<file path="config.mk">
export PLATFORM = sky130hd
export DESIGN_NAME = projectile_dog_ctl
export DESIGN_NICKNAME = d
export VERILOG_FILES = /design/src/rtl/throw_pkg.sv /design/src/rtl/vga_pkg.sv /design/src/rtl/vblnk_edge.sv /design/src/rtl/projectile_dog_ctl.sv
export SDC_FILE = /design/constraint.sdc
export NUM_CORES = 1
export LEC_CHECK = 0
export CORE_ASPECT_RATIO = 0.6
export CORE_MARGIN = 4
export CORE_UTILIZATION = 35
export CTS_BUF_LIST = sky130_fd_sc_hd__clkbuf_4 sky130_fd_sc_hd__clkbuf_8 sky130_fd_sc_hd__clkbuf_16
export DETAILED_ROUTE_END_ITERATION = 6
export GPL_TIMING_DRIVEN = 0
export PLACE_DENSITY = 0.66
export SLEW_MARGIN = 10
export SYNTH_ARGS = -nofsm -noshare
export SYNTH_HDL_FRONTEND = slang
export SYNTH_SLANG_ARGS = --single-unit
</file>
<file path="constraint.sdc">
create_clock -name clk -period 8.83 [get_ports clk]
set_input_delay 1.3245 -clock clk [delete_from_list [all_inputs] [get_ports clk]]
set_output_delay 1.3245 -clock clk [all_outputs]
set_load 0.03 [all_outputs]
</file>
<file path="src/rtl/throw_pkg.sv">
// Shared definitions for the dog's projectile: controller state encoding,
// fixed-point format and the sprite size agreed with the draw stage.
// No ports.
package throw_pkg;
   typedef enum logic [1:0] {IDLE, FLIGHT, DONE} proj_state_t;

   localparam int FRAC_BITS     = 4;
   localparam int PROJ_DIAMETER = 30;
endpackage

</file>
<file path="src/rtl/vga_pkg.sv">
// Display geometry shared by the video pipeline.
// No ports: exports the active-area dimensions used by downstream blocks.
package vga_pkg;
   localparam int HOR_PIXELS = 800;
   localparam int VER_PIXELS = 600;
endpackage

</file>
<file path="src/rtl/vblnk_edge.sv">
// Rising-edge detector for the vertical blank signal; the pulse marks one
// video frame.
// Ports:
//   clk   in  pixel clock
//   rst   in  synchronous active-high reset (clears the history bit)
//   vblnk in  vertical blank level
//   tick  out high for the cycle where vblnk is high and was low last cycle
module vblnk_edge (
   input  logic clk,
   input  logic rst,
   input  logic vblnk,
   output logic tick
);

   logic vblnk_q;

   always_ff @(posedge clk) begin
      if (rst) vblnk_q <= 1'b0;
      else     vblnk_q <= vblnk;
   end

   assign tick = vblnk & ~vblnk_q;

endmodule

</file>
<file path="src/rtl/projectile_dog_ctl.sv">
// Trajectory controller for the dog's projectile. Latches a launch velocity
// on fire, then advances position once per frame under constant gravity
// until the target is hit, the projectile lands, leaves the screen or times
// out. Position feeds the draw stage directly.
// Ports:
//   clk, rst                 pixel clock, synchronous active-high reset
//   vblnk                    vertical blank; rising edge = frame tick
//   fire                     launch request (sampled only when idle)
//   vx0, vy0                 launch speed, 1/16 px per frame
//   tgt_x_min/max, tgt_y_max target box (x inclusive range, y <= top)
//   enable                   projectile visible
//   x_pos, y_pos             projectile position in px
//   busy                     flight in progress
//   hit, miss                one-cycle result pulses
module projectile_dog_ctl
   import throw_pkg::*;
   import vga_pkg::*;
#(
   parameter int X_START    = 100,
   parameter int Y_START    = 100,
   parameter int GRAVITY    = 2,
   parameter int GROUND_Y   = 30,
   parameter int MAX_FRAMES = 255
) (
   input  logic        clk,
   input  logic        rst,
   input  logic        vblnk,
   input  logic        fire,
   input  logic [7:0]  vx0,
   input  logic [7:0]  vy0,
   input  logic [11:0] tgt_x_min,
   input  logic [11:0] tgt_x_max,
   input  logic [11:0] tgt_y_max,
   output logic        enable,
   output logic [11:0] x_pos,
   output logic [11:0] y_pos,
   output logic        busy,
   output logic        hit,
   output logic        miss
);

   localparam logic [15:0]        X_START_FP = 16'(X_START << FRAC_BITS);
   localparam logic signed [16:0] Y_START_FP = 17'(Y_START << FRAC_BITS);
   localparam logic signed [16:0] GROUND_FP  = 17'(GROUND_Y << FRAC_BITS);
   localparam logic [11:0]        OOB_X      = 12'(HOR_PIXELS + 30);
   localparam logic [11:0]        GRAV_V     = 12'(GRAVITY);
   localparam logic [7:0]         LAST_FRAME = 8'(MAX_FRAMES);

   logic tick;

   vblnk_edge u_vblnk_edge (
      .clk   (clk),
      .rst   (rst),
      .vblnk (vblnk),
      .tick  (tick)
   );

   proj_state_t state, state_nxt;

   logic [15:0]        x_fp, x_nxt;
   logic signed [16:0] y_fp, y_nxt;
   logic signed [11:0] vy, vy_nxt;
   logic [7:0]         vx;
   logic [7:0]         frames, frames_nxt;
   logic               res_hit;
   logic               hit_c, landed_c, oob_c, tmo_c, end_c;

   // Next-frame kinematics and end tests, all on the updated values so the
   // result is decided in the same cycle the position is registered.
   always_comb begin
      x_nxt      = x_fp + {8'd0, vx};
      y_nxt      = y_fp + {{5{vy[11]}}, vy};
      vy_nxt     = vy - GRAV_V;
      frames_nxt = frames + 8'd1;
      hit_c      = (x_nxt[15:4] >= tgt_x_min) && (x_nxt[15:4] <= tgt_x_max) &&
                   !y_nxt[16] && (y_nxt[15:4] <= tgt_y_max);
      landed_c   = y_nxt < GROUND_FP;
      oob_c      = x_nxt[15:4] > OOB_X;
      tmo_c      = frames_nxt == LAST_FRAME;
      end_c      = hit_c | landed_c | oob_c | tmo_c;
   end

   always_ff @(posedge clk) begin
      if (rst) state <= IDLE;
      else     state <= state_nxt;
   end

   always_comb begin
      state_nxt = state;
      enable    = 1'b0;
      busy      = 1'b0;
      hit       = 1'b0;
      miss      = 1'b0;
      case (state)
         IDLE:   if (fire) state_nxt = FLIGHT;
         FLIGHT: begin
            enable = 1'b1;
            busy   = 1'b1;
            if (tick && end_c) state_nxt = DONE;
         end
         DONE: begin
            hit       = res_hit;
            miss      = ~res_hit;
            state_nxt = IDLE;
         end
         default: state_nxt = IDLE;
      endcase
   end

   // Position only moves on a frame tick while in flight, so it is stable
   // across the active video area. A tick in the load cycle is dropped
   // because the load branch takes precedence.
   always_ff @(posedge clk) begin
      if (rst) begin
         x_fp    <= X_START_FP;
         y_fp    <= Y_START_FP;
         vx      <= 8'd0;
         vy      <= 12'sd0;
         frames  <= 8'd0;
         res_hit <= 1'b0;
      end else if (state == IDLE) begin
         if (fire) begin
            x_fp   <= X_START_FP;
            y_fp   <= Y_START_FP;
            vx     <= vx0;
            vy     <= {4'd0, vy0};
            frames <= 8'd0;
         end
      end else if (state == FLIGHT && tick) begin
         x_fp    <= x_nxt;
         y_fp    <= y_nxt;
         vy      <= vy_nxt;
         frames  <= frames_nxt;
         res_hit <= hit_c;
      end
   end

   assign x_pos = x_fp[15:4];
   assign y_pos = y_fp[16] ? 12'd0 : y_fp[15:4];

endmodule

</file>
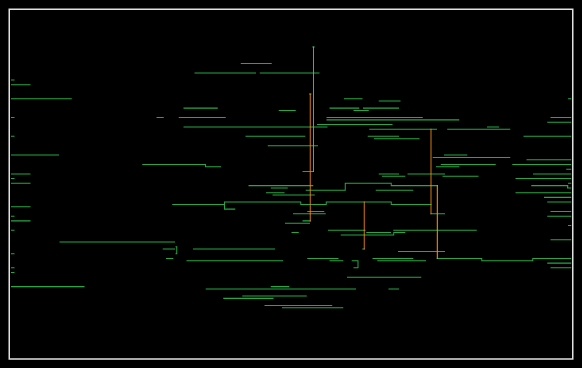
(routed metal, one colour a layer)
Only two layers are drawn.
Key: green = met3 [wire length 1270 um]; orange = met4 [wire length 132 um]
GRT Total Usage: 0.183
final routed wire length divided by cell count: 15.6 um
Routed WL: 14700 um
total number of vias: 4846

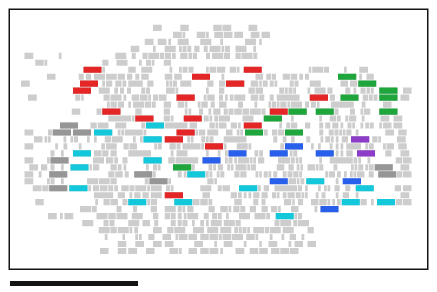
(sequential cells grouped by signal name)
The bar under the picture is 50 um long. Other sequential cells in the stronger grey, the rest of the logic in the fainter grey.
Key: cyan = `x_fp` [placed flops 16]; blue = `frames` [placed flops 8]; purple = `state` [placed flops 2]; green = `vy` [placed flops 12, where middle right]; red = `y_fp` [placed flops 17]
sequential power: 349 uW
Register Area: 1300 um2
post-layout utilization of the core: 0.459
share of the final layout cell area in sequential cells: 0.204

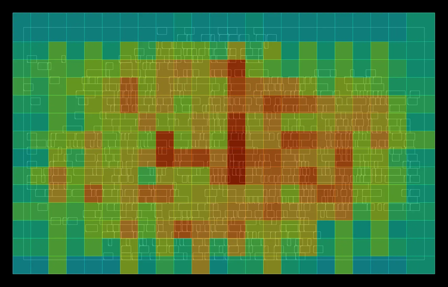
(routing congestion map)
global-route met1 utilization: 0.305
met3 usage in global routing: 0.0437
most congested layer reported by global routing: met1
met2 Resource Use GR: 0.229

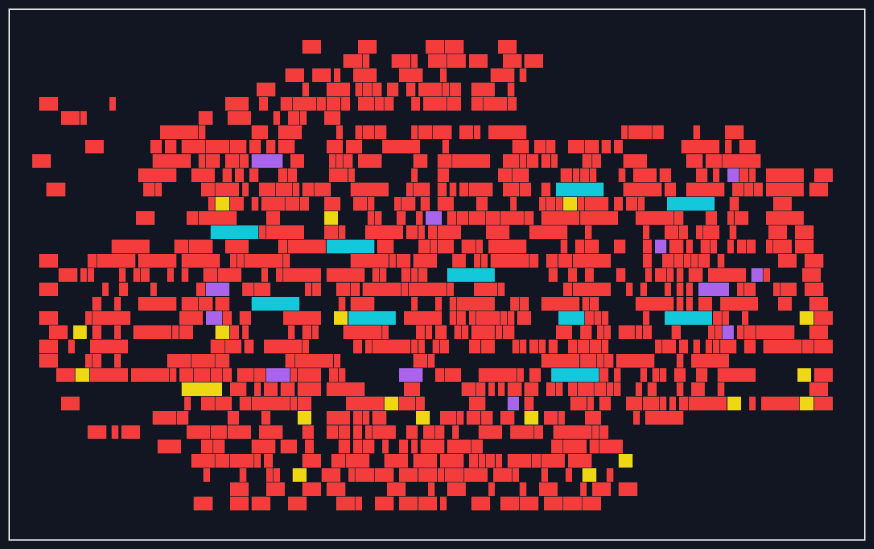
(drive-strength map)
Key: yellow = drive 3 to 4 [cells 19, share 2.5%]; red = drive 1 or less [cells 711, share 95%]; cyan = drive 6 and up [cells 10, share 1.3%]; purple = drive 2 [cells 12, share 1.6%]
crit path setup slack, layout: 4.00 ns
Area growth syn-to-layout: 26.6%
bufs w/o clock: 121

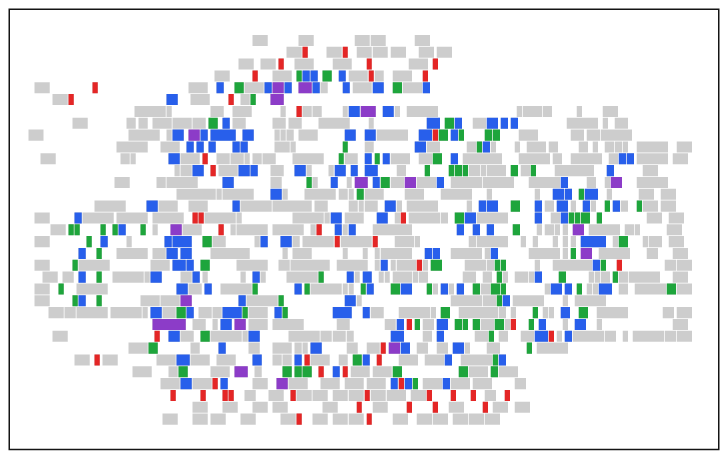
(logic cells by family)
Key: red = inverters [cells 52, most used inv_1]; blue = inverting AOI/OAI gates [cells 149, most used a21oi_1]; purple = AND-OR and OR-AND gates [cells 17, most used a21o_1]; green = NAND gates [cells 97, most used nand2_1]

==> flow_results.org <==
#+TITLE: Synthesis and PnR summary

** Run status
- The flow ran to the end, and the final reports show no timing, DRC or antenna violations.

** STA
- For this run, the final setup violation count is recorded as 0.
- Count of endpoints failing hold in the final timing report :: 0
- Max-slew violation count :: 0
- Final hold slack :: approximately 0.46 ns
- Maximum clock frequency :: between 200 and 250 MHz
- The clock arrives with about 0.0044 ns of skew.
- Final Cycle Share :: 0.547
- Subtracting the final worst setup slack from the clock period gives 4.83 ns.
- Max-Slew Margin vs Limit :: 0.530
- The pin closest to its max-slew limit shows a slew of roughly 0.70 ns.
- TNS Setup :: 0 ns
- RSZ-0062 raised after global routing :: false

** Die
- Count of standard-cell rows :: 33
- Core footprint :: approximately 14000 um2
- The floorplan report gives the top-level pin count as about 84.
- Die extent in y :: between 100 and 150 um
- For this configuration, the core starts out at a cell density of 0.362.
- In this run the horizontal extent of the chip is 163 um.
- The die covers roughly 16000 um2.

** Run
- Max Cap Viol :: 0
- Summing over the stages, the warning tally comes to 27.

** Synthesis
- The synthesized design spends more area on one cell type than any other, namely sky130_fd_sc_hd__dfxtp_1.
- The cell area that synthesis handed to floorplanning was 5030 um2.
- Number of cells in the yosys synthesis report :: 655
- Area share, top type :: 0.259
- The stat command in Yosys gives a chip area of slightly above 5000 um2.
- The net count after synthesis is about 780.
- Avg Synthesized Cell Area :: around 7.7 um2
- The synthesized netlist handed to floorplanning was reported with a cell count of about 660.
- Distinct cell type count of the synthesized netlist :: approximately 54
- Counting flops and latches in the post-synthesis netlist gives 65.
- Of all flip-flops after synthesis, the portion carrying an async set or reset was 0.
- Primary FF master, synth :: sky130_fd_sc_hd__dfxtp_1
- For this run, the number of Yosys warnings is 0.
- The synthesis report lists the most area-consuming cells as sky130_fd_sc_hd__dfxtp_1, sky130_fd_sc_hd__ha_1, sky130_fd_sc_hd__a21oi_1.
- In this run, synthesis inferred 0 flip-flops with an integrated enable.
- Register share after synthesis :: 0.259

** Place
- Counting tap cells, the placed design contains a total of 929 instances.
- After detailed placement, the total cell area comes to 6090 um2.
- After legalization and detailed placement, the total HPWL measured approximately 12000 um.
- Number of buffers inserted by port buffering :: between 80 and 90
- At the placement stage, the worst setup path has a slack of around 4.1 ns.
- RePlAce ended its routability-driven mode at a weighted congestion of about 0.92.

** Power
- The share of total power dissipated in the clock network is 0.290.
- Part of the power in registers :: 0.304
- Logic pwr share :: 0.406
- Cell-internal power :: 713 uW
- The leakage component of the power was reported as around 0.0027 uW.
- The flow reports power dissipated in the clock network as between 300 and 400 uW.
- Power attributed to combinational cells is 466 uW.
- P_sw :: 433 uW
- Of all power groups, the one with the highest power is combinational cells.
- Peak supply drop :: about 84 uV
- Of the total power, the share spent switching nets is 0.378.
- Power per standard cell area :: 180 nW/um2
- Power Total :: about 1100 uW

** Worst setup path
- The critical path runs through a total of 19 cells.
- Largest delay contributor family on the critical path :: AND-OR/OR-AND gates
- The required time at the worst endpoint is listed as roughly 9 ns.
- The arrival time of data at the worst endpoint is listed as roughly 5 ns.
- STA classifies the critical path startpoint as a flop.
- The worst register-to-register path has a depth of 19.
- Register-to-register setup slack :: approximately 4.0 ns
- Kind of end point of the critical path :: flop
- By startpoint and endpoint, the worst setup path is classified as flop to flop.
- Among all stages on the critical path, the largest delay is contributed by sky130_fd_sc_hd__or4_1.
- STA lists the endpoint of the worst register-to-register path as state[0].
- Per the timing report, the biggest fanout along the worst path comes to 5.
- Per the post-run analysis, buffers plus inverters along the critical path come to 1.
- CP max stage delay :: around 0.48 ns
- Worst reg2reg startpoint :: x_fp[0]
- End of the critical path :: state[0]
- Cell breakdown of the critical path :: ha_1 > inv_1 > fa_1 > nand2b_1 > a21oi_1 > o31ai_1 > nand2_1 > nand3_1 > xnor2_1 > ha_1 > nand2_1 > o21ai_0 > nand2b_1 > a31oi_1 > nor3_1 > or4_1 > a31oi_1 > o31ai_1 > o41ai_2
- Launch point of the worst path :: x_fp[0]

** Global route
- Vias in the first global route :: ~4500
- The total overflow left after global routing is 0.
- Global-route wire length before repair :: between 20000 and 25000 um
- The initial antenna violation count is 0.
- Entering global routing, the biggest net connects 11 pins.

** CTS
- Depth of the CTS H-tree :: 3
- Once the clock tree was built, the setup fixing pass inserted 0 buffers.
- Clock-pin slew of the registers on the worst-case setup and hold paths :: 0.05 ns
- The number of clock buffers added by TritonCTS is 9.
- CTS saw 65 sinks.
- CTS Root Buffer Type :: sky130_fd_sc_hd__clkbuf_16
- The clock reaches the later pin of the worst-skew pair after roughly 0.33 ns.
- CTS Hold Bufs :: 0
- Number of cells upsized or downsized after cts :: 0
- The longest clock path from root to sink contains 2 buffers.
- TritonCTS clock tree :: done

** Drt
- Violation count after the first detailed-route iteration :: roughly 430
- In this run the remaining antenna-violating nets after routing total 0.
- The routed layout reports a DRC error count of 0.
- Via density :: slightly above 5
- The first detailed-routing pass took 5 iterations.

** Min path
- Type of the worst min-delay path :: flop to flop
- The worst hold path terminates at vx[6].
- Per the hold report, the tightest min-delay path originates at vx[6].
- In the hold timing report, the worst path depth is 2.

** Finish
- In the final layout, the share of cells above drive strength 1 is 0.0545.
- The number of antenna diodes in the final layout is 0.
- After routing the design area is ~6400 um2.
- Per the layout report, the design carries between 1000 and 1500 filler cells.
- For this run, the number of standard cells in the final layout without fillers is about 940.
- NumNets Final :: 869
[flip-flops by register name (all words and copies together) (netlist names)]
name	count
frames	8
res_hit	1
state	2
u_vblnk_edge.vblnk_q	1
vx	8
vy	12
x_fp	16
y_fp	17
[routing by layer]
layer	wire, um	vias up	GRT usage
li1	-	2468	-
met1	8120	2186	0.305
met2	5160	181	0.229
met3	1270	11	0.0437
met4	131	0	0.0303
met5	0	-	0
[worst min-delay path, stage by stage, from the launching register on]
cell and delay [ns]:
sky130_fd_sc_hd__dfxtp_1 0.31, sky130_fd_sc_hd__nand2_1 0.05, sky130_fd_sc_hd__a21oi_1 0.05
[synth_stat cells, types with 7 or more instances]
library cell               count
sky130_fd_sc_hd__nor2b_1      20
sky130_fd_sc_hd__inv_1        52
sky130_fd_sc_hd__clkbuf_1     26
sky130_fd_sc_hd__or3_1         7
sky130_fd_sc_hd__nand3_1      12
sky130_fd_sc_hd__a21oi_1      63
sky130_fd_sc_hd__buf_4        13
sky130_fd_sc_hd__nand2b_1     17
sky130_fd_sc_hd__a22oi_1      25
sky130_fd_sc_hd__xnor2_1      26
sky130_fd_sc_hd__nor2_1       76
sky130_fd_sc_hd__xor2_1       10
sky130_fd_sc_hd__nor3_1       12
sky130_fd_sc_hd__o21ai_0      26
sky130_fd_sc_hd__nand4_1      12
sky130_fd_sc_hd__ha_1         63
sky130_fd_sc_hd__dfxtp_1      65
sky130_fd_sc_hd__nand2_1      55
sky130_fd_sc_hd__a21o_1        8
[cell families after synthesis]
kind of cell | share of synthesized area
XOR/XNOR | 0.0627
AND-OR/OR-AND | 0.216
flip-flops | 0.259
AND/OR/NAND/NOR | 0.221
buffers and inverters | 0.0776
adder cells (fa/ha/maj) | 0.165
[placed cells by master (no fill, tap or decap), types with 6 or more instances in the layout]
| master | count |
|---|---|
| sky130_fd_sc_hd__clkbuf_1 | 26 |
| sky130_fd_sc_hd__clkdlybuf4s50_1 | 82 |
| sky130_fd_sc_hd__nand3_1 | 12 |
| sky130_fd_sc_hd__a21o_1 | 8 |
| sky130_fd_sc_hd__nor3_1 | 12 |
| sky130_fd_sc_hd__dfxtp_1 | 65 |
| sky130_fd_sc_hd__nor2b_1 | 20 |
| sky130_fd_sc_hd__xor2_1 | 10 |
| sky130_fd_sc_hd__o211ai_1 | 6 |
| sky130_fd_sc_hd__nand2_1 | 55 |
| sky130_fd_sc_hd__a21oi_1 | 63 |
| sky130_fd_sc_hd__o21ai_0 | 26 |
| sky130_fd_sc_hd__clkbuf_16 | 9 |
| sky130_fd_sc_hd__ha_1 | 63 |
| sky130_fd_sc_hd__buf_4 | 13 |
| sky130_fd_sc_hd__a22oi_1 | 25 |
| sky130_fd_sc_hd__nor2_1 | 76 |
| sky130_fd_sc_hd__nand2b_1 | 17 |
| sky130_fd_sc_hd__or3_1 | 7 |
| sky130_fd_sc_hd__xnor2_1 | 26 |
| sky130_fd_sc_hd__nand4_1 | 12 |
| sky130_fd_sc_hd__inv_1 | 52 |
[layout make-up]
class	count	area, um2	area share
buffer	39	195	0.0307
clock buffer	15	277	0.0434
inverter	52	195	0.0307
multi-input combinational	499	3340	0.524
sequential	65	1300	0.204
tap	192	240	0.0377
timing repair buffer	82	821	0.129
Power and IR drop assume default switching activity.
